**Run 1: placement density heat map**

Bar = 100 um. 30 x 30 tiles, from black (low) to pale yellow (high), 0 to 100% covered.
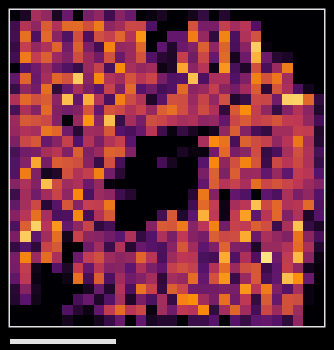
**Run 1: cells coloured by class**

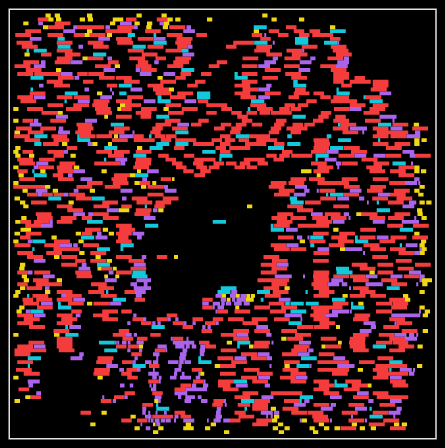
**Run 1: I/O nets highlighted**

Bar = 100 um.
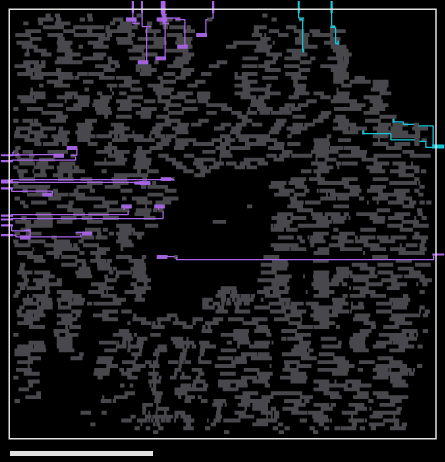
**Run 1: power grid**

Bar = 100 um. Pins as bars on the die edge.
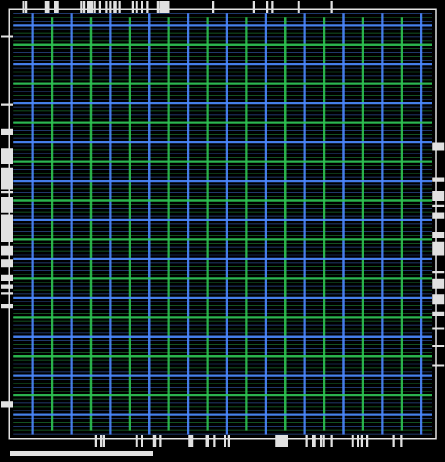
==> config.mk <==
export PLATFORM = sky130hd
export DESIGN_NAME = cordic_req_sched
export DESIGN_NICKNAME = d
export VERILOG_FILES = /design/src/rtl/cordic_req_sched.sv
export SDC_FILE = /design/constraint.sdc
export NUM_CORES = 1
export LEC_CHECK = 0
export CORE_AREA = 2 2 295 297
export CTS_CLUSTER_SIZE = 30
export DETAILED_ROUTE_END_ITERATION = 8
export DIE_AREA = 0 0 297 299
export PLACE_DENSITY_LB_ADDON = 0.1
export SETUP_SLACK_MARGIN = 0.02
export SLEW_MARGIN = 20
export SYNTH_ARGS = -nofsm -noshare
export SYNTH_HDL_FRONTEND = slang
export SYNTH_SLANG_ARGS = --single-unit
export TNS_END_PERCENT = 30
==> constraint.sdc <==
create_clock -name clk -period 6.7 [get_ports clk]
set_clock_uncertainty 0.2 [all_clocks]
set_input_delay 1.34 -clock clk [delete_from_list [all_inputs] [get_ports clk]]
set_output_delay 1.34 -clock clk [all_outputs]
set_load 0.1 [all_outputs]
==> summary.txt, run 1 <==
run metrics: CTS tree=done, Reg clk slew, reported paths=around 0.05 ns, Flop area=just over 0.02 mm2, OpenROAD warnings=30, post_cts resized=0, synthesized area=0.0255 mm2, nets=1578, H-tree levels=3, Combinational Area=a little over 0.005 mm2, Area growth syn-to-layout=23.9%, min Tclk post-route=5.26 ns, layout cells sized above 1=23.5%, Setup Crit Path Kind=reg2out, max_cap viols=0, Post-synth EDFFs=520, DP HPWL=approximately 29000 um, total wire length=52600 um, clk buf depth=3, antenna viol nets, final=0, setup TNS=0 ns, CP Launch Type=register, Comb area share=15.9%, unrepaired setup endpoints after global routing=false, Yosys Instances=1222, worst skew pair latency=around 0.62 ns, part of the cycle the worst path needs=78.5%, 1st-iter DRT viols=546, Slew @ Worst Pin=1.10 ns, NonClk Buf Share=6.46%, Largest register FFs=304, setup bufs post-CTS=0, slowest stage delay, CP=1.00 ns, Die Wd=297 um, GP Congestion=0.669, GRT Overall Usage=12.0%, worst relative slew slack=approximately a quarter, clock buffers=113, Hold Crit Class=reg2reg, crit path DRT=5.16 ns, Synth Net Count=1332, hold slack=0.119 ns, Buffers, non-clock=211, root buf cell=clkbuf_16, Max Clock Freq=190 MHz, Synthesis Warnings=0, DR DRC count=0, initial antenna violation count=8, Final setup violation count=0, Tapcells=1155, vias per inst=around 4.3, Inserted Clock Buffers=a little over 80, largest cell class by area=registers, CP endpoint kind=output port, comb_multi_in=410, cell count after synthesis=1222, TritonCTS Sinks=between 700 and 800, worst r2r path cells=11, global-route wire length before repair=roughly 80000 um, Crit path arrival time=3.72 ns, Flop Count=749, Antenna Cells=4, asr flop ratio synth=0%, PwrDens=417 mW/mm2, Die ar.=0.0888 mm2, drt first pass iters=4, vias in the first global route=12700, Final Hold Viols=0, GRT overflow=0, Worst Hold Depth=0, Pleak=10.3 nW, outcome=complete, no violations, largest net degree at the start of global routing=55, distinct lib cells=43, Seq share, synth=79.2%, Post-synth regs=around 750, Via Count=~12000, ClkCell Share=8.87%, synthesized area per cell=20.9 um2, DR WL/cell=19.5 um, slowest cell on the critical path=clkdlybuf4s50_1, Most common reg cell=edfxtp_1, yosys synthesis chip area=0.0255 mm2, area of placed instances=0.0288 mm2, r2r setup slk=3.29 ns
Notes on 'placement density heat map' above:
emptiest ninth of the die: centre
tiles over 75% full: 3.6%
fullest tile: 94%
nearly empty tiles: 15%
FP Core Util: 29.7%
Layout Utilization: 36.8%
core area: 0.0859 mm2

Notes on 'cells coloured by class' above:
legend:
  clock drivers and dummy loads:
    colour: cyan
    cells: 151
    share_of_their_area: 9.3%
  remaining logic cells:
    colour: purple
    cells: 423
    share_of_their_area: 17%
  remaining buffers and delay cells:
    colour: yellow
    cells: 211
    share_of_their_area: 6.8%
  sequential cells:
    colour: red
    cells: 749
    share_of_their_area: 67%
final instance area: 0.0316 mm2
Rows: 108
Seq area share: 64.0%

Notes on 'I/O nets highlighted' above:
legend:
  c_x:
    colour: purple
    bits: 16
    direction: output
    end_cells: 16
    buffers: 16
    wire: 1020 um
  m_tag:
    colour: cyan
    bits: 4
    direction: output
    end_cells: 4
    buffers: 4
    wire: 159 um
number of port buffers: 183
I/O pin cnt: 184

Notes on 'power grid' above:
legend:
  VSS:
    colour: blue
  VDD:
    colour: green
met1 rails: 109
rows: 108
met5 straps: 21
signal pins: 184
met4 straps: 21
Worst VDD drop: 0.000230 V
Die H: 299 um

-- run 1: Yosys cell counts (2+ instances only) --
library cell	instances	area (um2)
a211oi_1	2	15.0
a21oi_1	10	50.1
and2_1	4	25.0
buf_1	6	22.5
buf_2	16	80.1
buf_6	10	113
clkbuf_1	18	67.6
dfxtp_1	229	4580
edfxtp_1	520	15600
fa_1	2	40.0
ha_1	17	213
inv_1	12	45.0
mux2_2	2	22.5
mux2i_1	42	420
mux4_2	130	2930
nand2_1	7	26.3
nand2b_1	5	31.3
nand3_1	4	20.0
nor2_1	71	267
nor2b_1	24	150
nor2b_2	47	412
nor3_1	5	25.0
o21ai_0	3	15.0
or3_1	3	18.8
xnor2_1	7	61.3
xor2_1	9	78.8
-- run 1: metal layers --
metal	track usage (%)	part of all wire [%]	routed length, um	vias to the layer above
met5	0	0.21	109	-
met4	3.75	2.4	1270	16
met3	4.38	7.5	3930	103
met2	20.1	49	25700	253
met1	14.4	41	21600	5989
li1	-	-	-	5234
-- run 1: power breakdown --
group          switching (mW)  internal [mW]  total, mW  leakage [nW]
Combinational            1.97          0.853       2.82          2.30
Sequential              0.233           5.54       5.78          6.60
Clock                    1.80           2.79       4.58          1.39
Total                    4.00           9.18       13.2          10.3
-- run 1: per-stage QoR --
stage / power (mW) / setup WS, ns / instances
4_1_cts: 13.4 / 1.28 / 2689
3_3_place_gp: 8.74 / 1.92 / 2538
6_report: 13.2 / 1.44 / 2693
5_1_grt: 13.7 / 1.17 / 2689
3_5_place_dp: 8.76 / 1.95 / 2538
2_1_floorplan: 7.97 / 1.74 / 1222
-- run 1: cells by family (layout without fill, tap and decap cells) --
kind of cell,count (synthesis),after routing,synth area share [%]
buffers and inverters,63,375,1.30
XOR/XNOR,16,16,0.550
AND/OR/NAND/NOR,176,176,4.02
other,0,4,0
multiplexers,174,174,13.2
AND-OR/OR-AND,25,25,0.687
flip-flops,749,749,79.2
adder cells (fa/ha/maj),19,19,0.991
-- run 1: layout by cell type, fill, tap and decap left out, types with 3 or more instances in the layout --
cell | Yosys | routed
nand2b_1 | 5 | 5
clkinv_1 | 0 | 7
clkbuf_16 | 0 | 90
nor2b_2 | 47 | 47
buf_4 | 0 | 28
o21ai_0 | 3 | 3
inv_1 | 12 | 12
dfxtp_1 | 229 | 224
mux4_2 | 130 | 130
or3_1 | 3 | 3
ha_1 | 17 | 17
clkbuf_8 | 0 | 6
inv_6 | 0 | 3
mux2i_1 | 42 | 42
clkbuf_1 | 18 | 16
clkinv_2 | 0 | 17
bufinv_16 | 0 | 7
nand2_1 | 7 | 7
xnor2_1 | 7 | 7
nand3_1 | 4 | 4
a21oi_1 | 10 | 10
clkdlybuf4s50_1 | 0 | 180
diode_2 | 0 | 4
nor2b_1 | 24 | 24
nor2_1 | 71 | 65
edfxtp_1 | 520 | 520
dfxtp_4 | 0 | 3
xor2_1 | 9 | 9
and2_2 | 0 | 4
nor2_4 | 0 | 6
nor3_1 | 5 | 3
-- run 1: critical path, delay by kind of cell, from the launching register on --
| kind | cells | cell delay (ns) |
|---|---|---|
| buffers and inverters | 2 | 1.45 |
| flip-flops | 1 | 0.82 |
| multiplexers | 2 | 0.72 |
| AND/OR/NAND/NOR | 1 | 0.08 |
==> run 1 -> run 2 <==
Clock period 6.7 ns to 5.1 ns, I/O delays scaled along.
**Run 2: placement density heat map**

Bar = 100 um. 30 x 30 tiles, from black (low) to pale yellow (high), 0 to 100% covered.
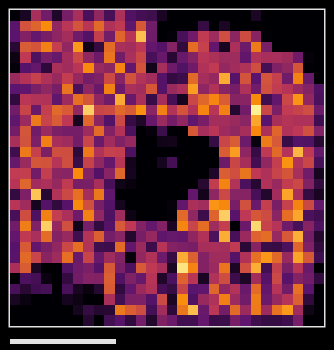
fullest tile: 97%
emptiest ninth of the die: centre
mean over tiles: 34%
tiles over 75% full: 3.3%
nearly empty tiles: 15%
Layout Utilization: 36.8%

**Run 2: power grid**

Bar = 100 um. Pins as bars on the die edge.
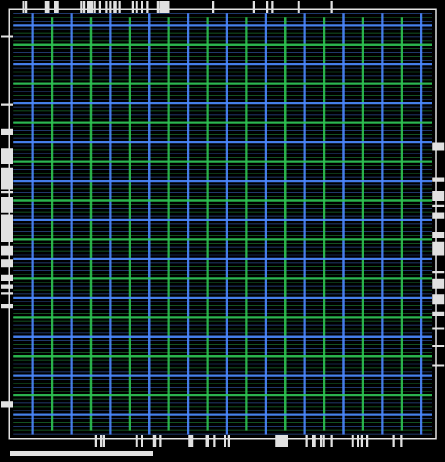
legend:
  VDD:
    colour: green
  VSS:
    colour: blue
met5 straps: 21
rows: 108
met4 straps: 21
signal pins: 184
Die Wd: 297 um
Worst VDD drop: 0.000292 V

==> summary.txt, run 2 <==
run metrics: slowest cell on the critical path=clkdlybuf4s50_1, Post-synth EDFFs=520 (unchanged), Reg clk slew, reported paths=0.06 ns (about the same), largest net degree at the start of global routing=56 (+1.8%), Largest register FFs=304 (unchanged), Setup Crit Path Kind=reg2out, DR WL/cell=19.4 um (-0.43%), worst relative slew slack=24.4% (-2.0 points), slowest stage delay, CP=1.02 ns (+0.02 ns), synthesized area per cell=20.9 um2 (unchanged), Post-synth regs=749 (unchanged), post_cts resized=0 (unchanged), Die ar.=0.0888 mm2 (unchanged), r2r setup slk=1.76 ns (-1.53 ns), Area growth syn-to-layout=24.2%, Crit path arrival time=3.40 ns (-0.32 ns), Top cells by area=edfxtp_1 (61%), dfxtp_1 (18%), mux4_2 (11%), global-route wire length before repair=79200 um (-0.73%), Slew @ Worst Pin=1.13 ns (+0.0302 ns), I/O pin cnt=184 (unchanged), Rows=108 (unchanged), Final setup violation count=0 (unchanged), Synthesis Warnings=0 (unchanged), most frequent logic cell in the layout=edfxtp_1, unrepaired setup endpoints after global routing=false, setup TNS=0 ns (unchanged), total wire length=52400 um (-0.28%), asr flop ratio synth=0% (unchanged), most frequent cells in the layout=edfxtp_1 (520), dfxtp_1 (224), clkdlybuf4s50_1 (167), root buf cell=clkbuf_16, Max Clock Freq=217 MHz, number of port buffers=183 (unchanged), Via Count=11600 (+0.026%), CP Launch Type=register, vias per inst=4.30 (-0.12%), Worst Hold Depth=0 (unchanged), worst skew pair latency=0.63 ns (about the same), Final Hold Viols=0 (unchanged), crit path DRT=3.88 ns (-1.28 ns), Seq share, synth=79.2% (unchanged), Inserted Clock Buffers=85 (+2.4%), H-tree levels=3 (unchanged), outcome=complete, no violations, area leader, netlist=edfxtp_1, OpenROAD warnings=30 (unchanged), layout cells sized above 1=24.8% (+1.2 points), cell count after synthesis=1222 (unchanged), nets=1581 (+0.19%), DR DRC count=0 (unchanged), core area=0.0859 mm2 (unchanged), GP Congestion=0.685 (+2.4%), CP endpoint kind=output port, min Tclk post-route=between 4 and 5 ns, initial antenna violation count=6 (-2), FP Core Util=29.7% (unchanged), drt first pass iters=4 (unchanged), TritonCTS Sinks=749 (unchanged), top-area cell type share of the netlist area=61.2% (unchanged), GRT Overall Usage=11.9% (-0.14 points), 1st-iter DRT viols=593 (+8.6%), Pleak=10.3 nW (+0.54%), DP HPWL=29000 um (+1.4%), PwrDens=546 mW/mm2 (+31%)
**Run 2: I/O nets highlighted**

Bar = 100 um.
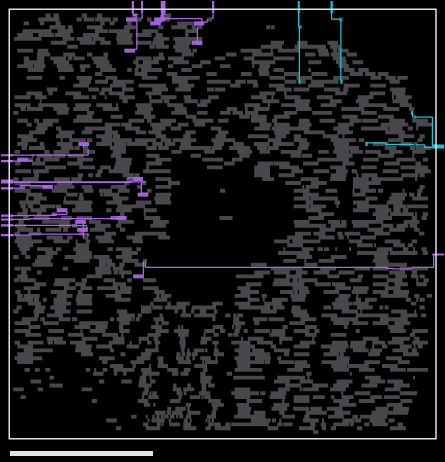
legend:
  m_tag:
    colour: cyan
    bits: 4
    direction: output
    end_cells: 4
    buffers: 4
    wire: 194 um
  c_x:
    colour: purple
    bits: 16
    direction: output
    end_cells: 16
    buffers: 16
    wire: 926 um

==> run 2: cell types whose count changed in the layout (fill, tap and decap cells not counted), sizes merged, moves of 3 or more <==
cell / delta
buf: +14
clkdlybuf4s50: -13
clkbuf: +8
diode: -4
inv: +3
==> run 2: layout make-up <==
| type | count | area [um2] | area share [%] |
|---|---|---|---|
| Multi-Input combinational cell | 410 | 5040 | 15.9 |
| Timing Repair Buffer | 212 | 2100 | 6.64 |
| Sequential cell | 749 | 20200 | 63.9 |
| Clock buffer | 121 | 2420 | 7.64 |
| Clock inverter | 37 | 390 | 1.23 |
| Inverter | 13 | 48.8 | 0.154 |
| Tap cell | 1155 | 1450 | 4.57 |
==> run 2: layer usage <==
| metal | track usage (%) | vias to the layer above | share of wire [%] |
|---|---|---|---|
| li1 | - | 5227 | - |
| met1 | 14.8 | 6020 | 43 |
| met2 | 19.4 | 244 | 48 |
| met3 | 4.11 | 95 | 6.8 |
| met4 | 3.80 | 12 | 2.4 |
| met5 | 0 | - | 0.13 |
==> run 2: stage by stage <==
stage	worst slack (ns)	total power [mW]	cell area, um2	cells	utilization (%)
after detailed placement	1.05	11.5	28800	2539	33.6
final	0.484	17.3	31700	2697	36.8
after global placement	1.06	11.5	28800	2538	33.5
after global routing	0.284	18.1	31700	2697	36.8
after CTS	0.373	17.6	31700	2697	36.8
after floorplan	0.781	10.5	25500	1222	-
==> run 2: critical path, delay by kind of cell, from the launching register on <==
family,cells,cell delay [ns]
mux,2,0.68
buf+inv,2,1.31
simple gates,1,0.11
flops,1,0.66
==> run 2: where the power goes <==
group / leakage (nW) / internal (mW) / switching, mW
registers: 6.60 / 7.28 / 0.361
logic: 2.35 / 1.12 / 2.53
clock network: 1.39 / 3.58 / 2.41
==> run 2: cells by family (layout without fill, tap and decap cells) <==
group	after synthesis	after routing	share of synthesized area (%)
compound gates	25	25	0.687
xor+xnor	16	16	0.550
fa+ha+maj	19	19	0.991
buf+inv	63	383	1.30
flops	749	749	79.2
mux	174	174	13.2
simple gates	176	176	4.02
Power is estimated from default activity; no workload was simulated.
